===== config.mk =====
export PLATFORM = sky130hd
export DESIGN_NAME = byte_serial_adder
export DESIGN_NICKNAME = d
export VERILOG_FILES = /design/src/rtl/byte_serial_adder.sv
export SDC_FILE = /design/constraint.sdc
export NUM_CORES = 1
export LEC_CHECK = 0
export CAP_MARGIN = 5
export CORE_MARGIN = 2
export CORE_UTILIZATION = 25
export CTS_CLUSTER_DIAMETER = 150
export DETAILED_ROUTE_END_ITERATION = 12
export DONT_BUFFER_PORTS = 1
export GPL_ROUTABILITY_DRIVEN = 0
export GPL_TIMING_DRIVEN = 1
export PLACE_DENSITY_LB_ADDON = 0.3
export SETUP_SLACK_MARGIN = 0.3
export SLEW_MARGIN = 20
export SYNTH_ARGS = -nofsm -noshare
export SYNTH_HDL_FRONTEND = slang
export SYNTH_SLANG_ARGS = --single-unit

===== constraint.sdc =====
create_clock -name clk -period 4.1 [get_ports clk]
set_input_delay 0.82 -clock clk [delete_from_list [all_inputs] [get_ports clk]]
set_output_delay 0.82 -clock clk [all_outputs]
set_load 0.02 [all_outputs]

===== src/rtl/byte_serial_adder.sv =====
// Byte-serial multi-byte adder: streams NBYTES-wide operands through one 8-bit
// carry-select slice, LSB byte first. Optional signed overflow flag: SERIAL_ADD_OVF_EN.
module byte_serial_adder #(
    parameter int unsigned NBYTES = 4
) (
    input  logic                  clk,
    input  logic                  rst,
    input  logic                  start,
    input  logic [8*NBYTES-1:0]   a,
    input  logic [8*NBYTES-1:0]   b,
    input  logic                  cin,
    output logic                  busy,
    output logic                  done,
    output logic [8*NBYTES-1:0]   sum,
    output logic                  cout
`ifdef SERIAL_ADD_OVF_EN
    ,
    output logic                  ovf
`endif
);

    localparam int unsigned W  = 8 * NBYTES;
    localparam int unsigned IW = (NBYTES > 1) ? $clog2(NBYTES) : 1;
    localparam int unsigned SW = IW + 3;

    typedef enum logic [1:0] {
        IDLE = 2'd0,
        ADD  = 2'd1,
        DONE = 2'd2
    } state_t;

    state_t          state;
    state_t          state_nxt;
    logic [W-1:0]    a_r;
    logic [W-1:0]    b_r;
    logic            carry;
    logic [IW-1:0]   idx;

    logic            accept_c;
    logic            last_c;
    logic [SW-1:0]   lane_c;
    logic [7:0]      byte_a_c;
    logic [7:0]      byte_b_c;
    logic [4:0]      lo_c;
    logic [4:0]      hi0_c;
    logic [4:0]      hi1_c;
    logic [7:0]      add_sum_c;
    logic            add_cout_c;

    // State register; busy/done are registered decodes of the next state
    always_ff @(posedge clk) begin
        if (rst) begin
            state <= IDLE;
            busy  <= 1'b0;
            done  <= 1'b0;
        end else begin
            state <= state_nxt;
            busy  <= (state_nxt == ADD);
            done  <= (state_nxt == DONE);
        end
    end

    // Next-state logic; DONE accepts a new start just like IDLE
    always_comb begin
        state_nxt = state;
        case (state)
            IDLE:    if (start) state_nxt = ADD;
            ADD:     if (idx == IW'(NBYTES - 1)) state_nxt = DONE;
            DONE:    state_nxt = start ? ADD : IDLE;
            default: state_nxt = IDLE;
        endcase
    end

    // Datapath control and the 8-bit carry-select byte slice
    always_comb begin
        accept_c   = start && ((state == IDLE) || (state == DONE));
        last_c     = (state == ADD) && (idx == IW'(NBYTES - 1));
        lane_c     = {idx, 3'b000};
        byte_a_c   = 8'(a_r >> lane_c);
        byte_b_c   = 8'(b_r >> lane_c);
        lo_c       = {1'b0, byte_a_c[3:0]} + {1'b0, byte_b_c[3:0]} + {4'b0000, carry};
        hi0_c      = {1'b0, byte_a_c[7:4]} + {1'b0, byte_b_c[7:4]};
        hi1_c      = hi0_c + 5'd1;
        add_sum_c  = {(lo_c[4] ? hi1_c[3:0] : hi0_c[3:0]), lo_c[3:0]};
        add_cout_c = lo_c[4] ? hi1_c[4] : hi0_c[4];
    end

    // Operand capture, byte-lane result write and carry ripple
    always_ff @(posedge clk) begin
        if (rst) begin
            a_r   <= '0;
            b_r   <= '0;
            carry <= 1'b0;
            idx   <= '0;
            sum   <= '0;
            cout  <= 1'b0;
`ifdef SERIAL_ADD_OVF_EN
            ovf   <= 1'b0;
`endif
        end else if (accept_c) begin
            a_r   <= a;
            b_r   <= b;
            carry <= cin;
            idx   <= '0;
        end else if (state == ADD) begin
            sum[lane_c +: 8] <= add_sum_c;
            carry            <= add_cout_c;
            if (last_c) begin
                cout <= add_cout_c;
`ifdef SERIAL_ADD_OVF_EN
                ovf  <= (a_r[W-1] == b_r[W-1]) && (add_sum_c[7] != a_r[W-1]);
`endif
            end else begin
                idx <= idx + IW'(1);
            end
        end
    end

endmodule

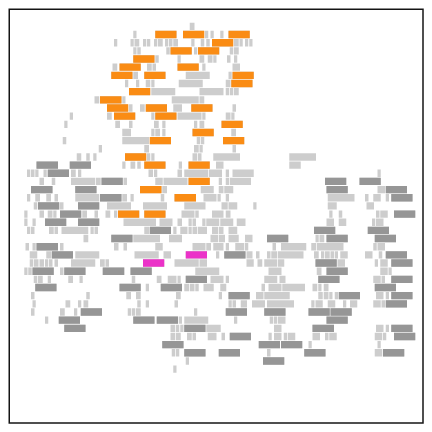
**Above:** run 1 (register map, names as in the netlist).
Scale: 3 px per um.
orange -> b_r  # flops 32
magenta -> idx  # flops 2
not coloured = 70

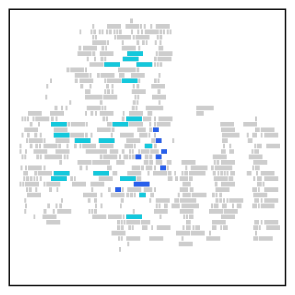
**Above:** run 1 (selected gate families).
Scale: 2 px per um.
blue -> xor and xnor cells  # cells 8, most used xnor2_1, where centre
cyan -> mux cells  # cells 18, most used mux4_2

==> Changelog: implementation, run 1 <==
### Metrics

- Status: complete, no violations
- Clock sinks: roughly 100
- Synth mux share: approximately 8.6%
- Clock tree buffer depth: 2
- Vias/cell: 4.70
- Total global routing overflow: 0
- Setup crit start kind: register
- Clock latency on the worst-skew pair: roughly 0.35 ns
- Post-synth seq share: a little under half
- GR met1 Demand/Resource: roughly 15%
- Most instantiated library cell after synthesis: nand2_1
- Synthesized area: approximately 0.0044 mm2
- Register share of the cell area: 41.9%
- Non-Clock Buffer Area Fraction: less than 1%
- Fin. Hold Viols: 0
- Met2 wire length: between 5000 and 6000 um
- #FFs+latches synth: approximately 100
- Critical Path Sink Type: register
- Clock Tree Root: clkbuf_16
- First-pass DRT Iterations: 5
- Multi-In Gates: roughly 350
- # clk buffers: 9
- Worst slack, placed: ~0.64 ns
- Design Power: approximately 2200 uW
- Vias in the first global route: between 3,000 and 4,000
- Arr. time, crit path: between 3 and 4 ns
- Number of DRC markers in iteration 0: roughly 120
- Top logic cells by instance count in the layout: nand2_1 (135), dfxtp_1 (104), a21oi_1 (69)
- Simple-Gate Area Share: 19.7%
- Synth cell count leaders: nand2_1 (135), dfxtp_1 (104), a21oi_1 (69)
- Busiest metal layer after global routing: met2
- Post_cts resized: 0
- Syn_area_per_cell: approximately 9 um2
- Top cell area share: 46.8%
- Clock-cell share: around 6%
- Placed Cells: between 600 and 700
- TAP cells: approximately 230
- Aoi share: between 10% and 20%
- Sw power: ~580 uW
- Min-Delay Path Class: register to register
- Fin Clk Skew: slightly above 0.01 ns
- Pint: about 1600 uW
- Htree depth: 3
- Logic share of the area: between 40 and 50%
- Die width: approximately 140 um
- Post-Synthesis Cells: ~500
- Antenna violations before repair: 0
- Worst R2R Start: idx[0]
- Die height: 137 um
- Flip-flops: approximately 100
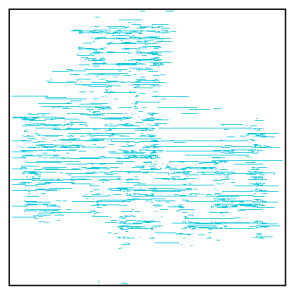
**Above:** run 1 (M1 wires).
Scale: 2 px per um.
share of all routed wire = 43%
main direction = horizontal

**Run 1: clock network drawn from the DEF**

Scale: 2 px per um.
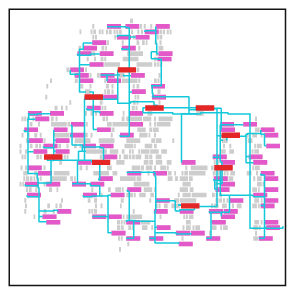

## Run 2: what changed since run 1
==> constraint.sdc (replaced) <==
create_clock -name clk -period 3.15 [get_ports clk]
set_input_delay 0.63 -clock clk [delete_from_list [all_inputs] [get_ports clk]]
set_output_delay 0.63 -clock clk [all_outputs]
set_load 0.02 [all_outputs]
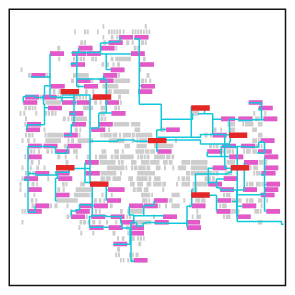
**Above:** run 2 (clock network drawn from the DEF).
Scale: 2 px per um.
red -> clock-net drivers  # count 9
cyan -> clock wires  # length 1,300 um
magenta -> flip-flops  # count 104
routed clock nets = 10

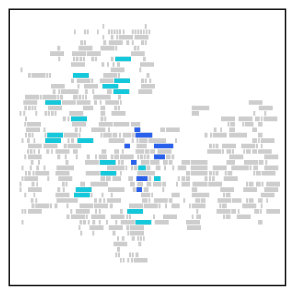
**Above:** run 2 (selected gate families).
Scale: 2 px per um.
cyan -> mux cells  # cells 18, most used mux4_2
blue -> xor and xnor cells  # cells 8, most used xnor2_1, where centre

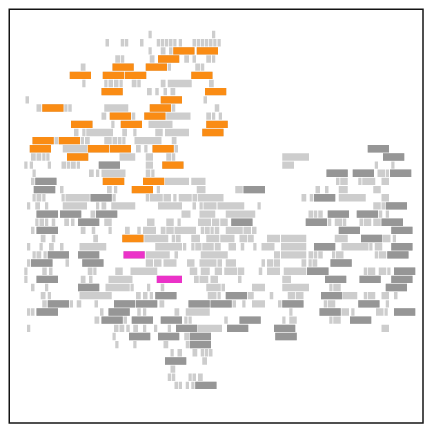
**Above:** run 2 (register map, names as in the netlist).
Scale: 3 px per um.
orange -> b_r  # flops 32
magenta -> idx  # flops 2
not coloured = 70

==> Changelog: implementation, run 2 <==
### Metrics

- Worst R2R Start: idx[0]
- Number of DRC markers in iteration 0: 211
- # clk buffers: 11
- Synthesized area: 0.00445 mm2
- First-pass DRT Iterations: 4
- Synth cell count leaders: nand2_1 (135), dfxtp_1 (104), a21oi_1 (69)
- Critical Path Sink Type: register
- Clock-cell share: between 5 and 6%
- Multi-In Gates: around 350
- Die width: between 100 and 150 um
- Syn_area_per_cell: around 9 um2
- Sw power: around 760 uW
- Aoi share: between 10 and 15%
- Post_cts resized: 2
- Top logic cells by instance count in the layout: nand2_1 (135), dfxtp_1 (103), a21oi_1 (68)
- Register share of the cell area: about two fifths
- Vias in the first global route: 3,398
- Most instantiated library cell after synthesis: nand2_1
- Fin. Hold Viols: 0
- Worst slack, placed: between 0.05 and 0.06 ns
- Setup crit start kind: register
- #FFs+latches synth: ~100
- Logic share of the area: between 40 and 50%
- Htree depth: 3
- Synth mux share: ~8.6%
- Vias/cell: 4.70
- Design Power: around 3000 uW
- Fin Clk Skew: between 0.006 and 0.007 ns
- GR met1 Demand/Resource: 15.3%
- Status: complete, no violations
- Antenna violations before repair: 0
- Min-Delay Path Class: input pin to register
- Met2 wire length: roughly 5600 um
**Run 2: routing congestion**

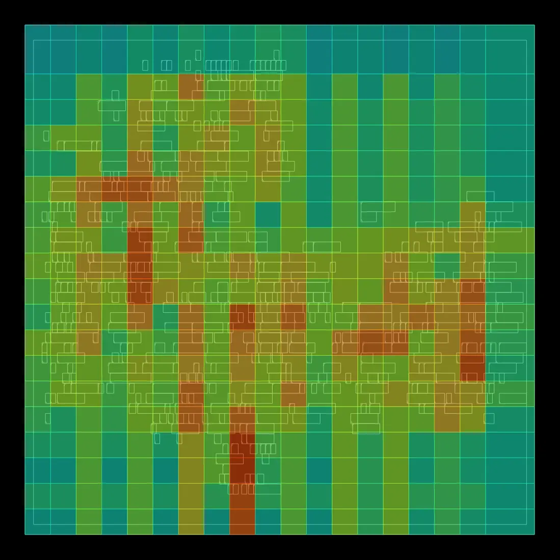

## Run 3: what changed since run 2
--- a/config.mk
+++ b/config.mk
@@ -12,10 +12,9 @@
 export DETAILED_ROUTE_END_ITERATION = 12
 export DONT_BUFFER_PORTS = 1
 export GPL_ROUTABILITY_DRIVEN = 0
-export GPL_TIMING_DRIVEN = 1
+export GPL_TIMING_DRIVEN = 0
 export PLACE_DENSITY_LB_ADDON = 0.3
 export SETUP_SLACK_MARGIN = 0.3
-export SLEW_MARGIN = 20
 export SYNTH_ARGS = -nofsm -noshare
 export SYNTH_HDL_FRONTEND = slang
 export SYNTH_SLANG_ARGS = --single-unit
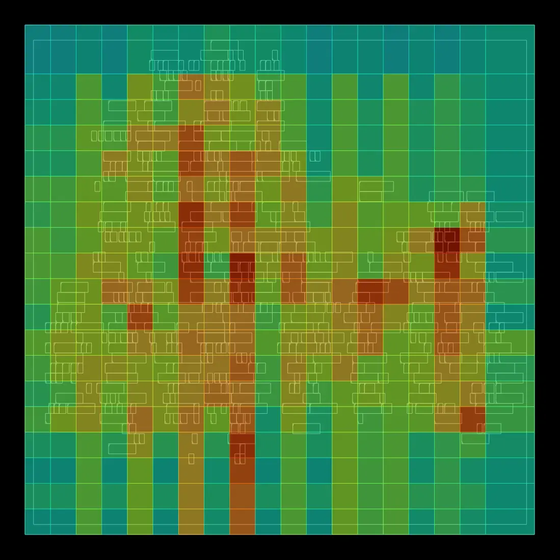
**Above:** run 3 (routing congestion).
grt met3 use: 5.67%
GR met1 Demand/Resource: 17.7%
Tot GR Track Use: 14.6%
Final Util: 30.8%
met2 GRT Util: 23.6%

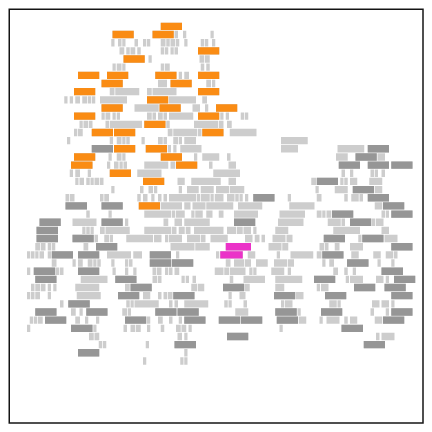
**Above:** run 3 (register map, names as in the netlist).
Scale: 3 px per um.
orange -> b_r  # flops 32
magenta -> idx  # flops 2

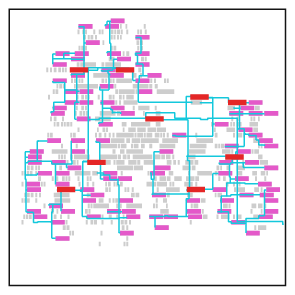
**Above:** run 3 (clock network drawn from the DEF).
Scale: 2 px per um.
magenta -> flip-flops  # count 104
cyan -> clock wires  # length 1,360 um
red -> clock-net drivers  # count 9
routed clock nets = 10

==> Changelog: implementation, run 3 <==
### Metrics

- Status: complete, no violations
- Post-Synthesis Cells: slightly below 500
- Sw power: around 840 uW
- Synth cell count leaders: nand2_1 (135), dfxtp_1 (104), a21oi_1 (69)
- First-pass DRT Iterations: 5
- Post-synth seq share: between 40% and 50%
- Placed Cells: about 720
- Die width: roughly 140 um
- Synth mux share: 8.58%
- Design Power: approximately 3000 uW
- Fin. Hold Viols: 0
- Htree depth: 3
- Syn_area_per_cell: ~9 um2
- Non-Clock Buffer Area Fraction: 4.84%
- Clock-cell share: slightly below 6%
- Number of DRC markers in iteration 0: about 140
- Vias in the first global route: about 3,500
- Synthesized area: between 0.004 and 0.005 mm2
- Post_cts resized: 22
- Worst slack, placed: -0.449 ns
- Pint: 2170 uW
- TAP cells: approximately 230
- Antenna violations before repair: 0
- Clock latency on the worst-skew pair: 0.36 ns
- #FFs+latches synth: 104
- Clock tree buffer depth: 2
- Total global routing overflow: 0
Power figures rest on the tool's default switching activity, not on a simulated workload.
